Design param_sequence_recognizer, sky130hd; sources not shown.
Run 1, cells coloured by class:
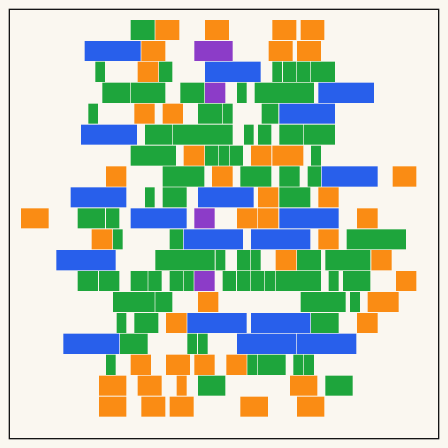
Key: purple = clock drivers and dummy loads [cells 4]; orange = other buffers and delay cells [cells 44]; blue = flip-flops [cells 18]; green = all other logic [cells 75]
Core ar.: 2730 µm²
core utilization of the finished layout: 51.2%
flip-flop and latch share of the layout cell area: 26.5%
num rows: 19
design area: 1400 µm²

Run 1, placement view:
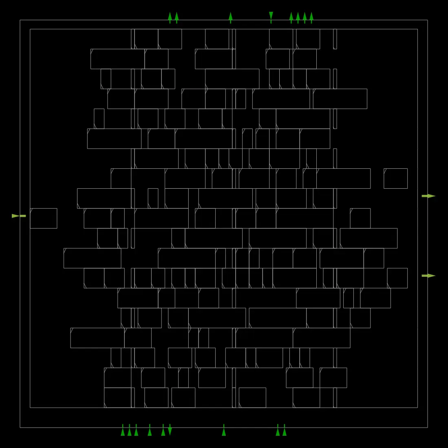
Layout Cells excl Fill: 172
Flop Count: 18

Run 1, placement density heat map:
The die is cut into 11 by 11 equal tiles; white is low, dark blue is high, 0 to 100% covered.
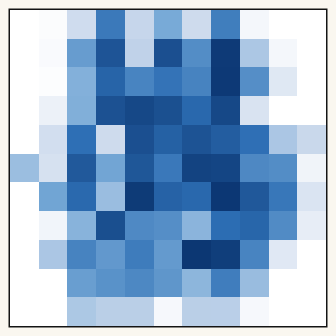
21% of the tiles are nearly empty. The fullest tile reaches 97%. The densest ninth of the die: centre. The mean over all tiles is 44%.
core utilization before placement: 31.6%

==> summary.txt <==
Physical implementation

The flow ran to the end, but the final reports show violations. The checks that failed: setup timing. The DRC violation count after routing is 0. The number of antenna violations at the first check in global routing is 0. The remaining antenna violation count is 0.

The antenna diode count is 0. The minimum clock period is 1.91 ns. The count of final hold-check violations is 0.

The number of warning messages in the logs is 29. The share of async-settable or async-resettable flops after synthesis is 0%. The critical path maximum fanout is 2.

The last timing report of the flow puts the setup violation total at 3. The insertion delay to the later sink of the worst-skew pair is roughly 0.29 ns. Dividing total power by cell area gives a power density of between 500 and 600 nW/µm².

After detailed routing, the number of vias per cell comes to 4.92. The register area is 370 µm². The maximum clock insertion buffer count is 2.

The final worst setup slack is -0.160 ns. Summing all multi-input logic gate instances after layout gives 586 µm². The distinct cell type count of the synthesized netlist is 27. The first-pass GRT wire length is 3510 µm. The number of cells on the worst reg-to-reg path is 6. The number of clock sinks is 18.

The worst-case max-slew headroom was logged as a little over 70%. Per report_power, the sequential group accounts for 54.3% of the total. The nature of the critical path endpoint is a flop. The mean cell area of the mapped netlist is 9.09 µm². Counting instances, the worst hold path has a depth of 2.

The startpoint type of the worst setup path is a flop. The internal power of the cells totals approximately 0.60 mW. The pin count of the biggest net entering global routing is 12. Between the synthesized netlist and the finished layout, the area growth was recorded as 62.0%. The placement summary gives the final routability congestion estimate as 0.755.

The leakage dissipation is about 0.58 nW. The flop and latch count out of synthesis is 18. The filler cells instantiated in the layout total 249.

For reference, the final report shows the max-slew violation count at 0. Summed over all instances, the cell type with the most area after synthesis is sky130_fd_sc_hd__dfxtp_1. The portion of the clock cycle consumed by the worst path in the final layout is 109%. The yosys stat chip area is around 860 µm².

Setup total negative slack on the finished layout was measured at -0.381 ns. The power spent charging and discharging nets is 0.183 mW. The clock network power share is 33.3%. The share of layout cells above drive strength 1 is between 40% and 50%. In the post-synthesis netlist, the biggest area contributors are sky130_fd_sc_hd__dfxtp_1, sky130_fd_sc_hd__nor2_1, sky130_fd_sc_hd__xnor2_1, sky130_fd_sc_hd__mux2i_1, sky130_fd_sc_hd__nand3_1. The dominant synthesized flop cell is sky130_fd_sc_hd__dfxtp_1. The aggregate routed wire length is 2080 µm.

Across the run, the number of max-cap violations was 0. Per the power-grid run, VDD falls by no more than 291 µV. The number of enable flip-flop cells is 0. For this run the top cell type by instance count after synthesis was sky130_fd_sc_hd__dfxtp_1. TritonCTS built the clock tree. The power share of the combinational group is about an eighth. The via count of the first global-routing pass is 828. In the final design database the tool counted between 150 and 200 nets. The signal arrival time at the worst endpoint is a little over 2 ns. The TritonCTS buffer count is 3.

The placed cell count is 165. The maximum operating frequency is 524 MHz. The vertical die dimension is approximately 56 µm. The post-synthesis instance area is 863 µm². The register-to-register path setup slack is -0.16 ns.

The sum of internal, switching and leakage power is 0.783 mW. Measured along the x axis, the die boundary spans 55.6 µm. The flip-flop count of the largest register after layout is 8.

The synthesized netlist net count is between 100 and 150. In the final routed layout, each cell accounts on average for 12.1 µm. Looking at the clock tree report, the H-tree level count equals 1. The actual slew at the worst max-slew pin is 0.437 ns. The switching share of power is about a quarter. The number of warnings issued by yosys is 0. The number of cells in the yosys synthesis report is 95. In the placement report, post-DP HPWL is listed as 1440 µm.

Note that the worst hold path type here is reg2reg. The CTS root buffer is sky130_fd_sc_hd__clkbuf_4. In the global route stage, overall resource usage came out at 14.2%. In this run the full chip footprint comes out at 3100 µm².

Ranked by instance count, the synthesized netlist is headed by sky130_fd_sc_hd__dfxtp_1, sky130_fd_sc_hd__nor2_1, sky130_fd_sc_hd__nand2_1. Summing over every cut layer, the via total after detailed routing is 846. Per the placement log, port buffering inserted 19 buffers. The quantity of hold-fixing buffers added after cts is 0.

Recorded from the global router log, the overflow total was 0. The clock-pin transition on the worst setup and hold timing paths is 0.11 ns. The synthesized instance count is 95. The total iterations of the first detailed-routing run is 4. The required time reported for the critical path endpoint is 1.88 ns. Setup repair after global routing could not meet its margin everywhere. The share of the synthesized area in the top cell type is 41.7%. The sequential area share after synthesis is 41.7%.
==> run 1: metal layers <==
metal | up-vias | track usage, % | routed length (µm)
met5 | - | 0 | 0
met4 | 0 | 7.50 | 45
met3 | 5 | 0.698 | 29
met2 | 12 | 25.6 | 1080
met1 | 398 | 17.0 | 929
li1 | 431 | - | -
==> run 1: power groups by stage <==
stage               clock network [mW]  logic [mW]  registers, mW
finish                           0.260      0.0972          0.425
global route                     0.289       0.106          0.427
CTS                              0.271      0.0921          0.425
detailed placement                   0      0.0914          0.433
global placement                     0      0.0897          0.433
floorplan                            0      0.0380          0.436
==> run 1: per-stage QoR <==
step | hold WS [ns] | area (µm²) | setup WS (ns)
final | 0.386 | 1400 | -0.160
after global routing | 0.412 | 1400 | -0.225
after CTS | 0.388 | 1320 | -0.180
after detailed placement | 0.369 | 1240 | -0.594
after global placement | 0.349 | 1240 | -0.573
after floorplan | 0.315 | 868 | -0.152
==> run 1: layout make-up <==
type / instances / area share, %
Inverter: 1 / 0.268
Timing Repair Buffer: 44 / 26.0
Tap cell: 31 / 2.77
Multi-Input combinational cell: 74 / 41.9
Clock buffer: 4 / 2.59
Sequential cell: 18 / 26.5
==> run 1: kinds of logic (layout without fill, tap and decap cells) <==
| kind of cell | Yosys count | after routing | synth area share (%) |
|---|---|---|---|
| buffers and inverters | 3 | 49 | 2.17 |
| xor gates and xnor gates | 8 | 8 | 9.85 |
| muxes | 5 | 5 | 5.80 |
| and+or+nand+nor | 48 | 48 | 29.7 |
| DFF | 18 | 18 | 41.7 |
| adders and majority gates | 2 | 2 | 2.90 |
| AOI/OAI and AO/OA | 11 | 11 | 7.83 |
==> run 1: timing repair <==
action                     in CTS  in global routing
setup buffers                   3                  2
cloned                          0                  0
resized                        30                 15
setup endpoints to repair      20                  8
pin swaps                       6                 11
==> run 1: critical path, cell delays in order, from the launching register on <==
cell and delay (ns):
sky130_fd_sc_hd__dfxtp_1 0.36, sky130_fd_sc_hd__ha_2 0.19, sky130_fd_sc_hd__nand2_2 0.07, sky130_fd_sc_hd__buf_4 0.14, sky130_fd_sc_hd__or3_4 0.38, sky130_fd_sc_hd__or4_4 0.42
sky130_fd_sc_hd__a21oi_2 0.17
==> run 1: layout by cell type (no fill, tap or decap), drive strengths merged <==
cell | netlist | layout
nor3 | 5 | 5
ha | 2 | 2
buf | 1 | 25
o211a | 1 | 1
nor4 | 3 | 3
and3b | 2 | 2
or4 | 1 | 1
inv | 1 | 1
dfxtp | 18 | 18
nor4b | 1 | 1
nand3 | 8 | 8
clkdlybuf4s50 | 0 | 6
clkbuf | 1 | 5
dlygate4sd2 | 0 | 12
o211ai | 1 | 1
a21oi | 5 | 5
mux2i | 5 | 5
o31ai | 2 | 2
nor2 | 14 | 14
nand2 | 9 | 9
nand4 | 2 | 2
o21ai | 2 | 2
xnor2 | 8 | 8
or3 | 2 | 2
or2 | 1 | 1
Power figures rest on the tool's default switching activity, not on a simulated workload.
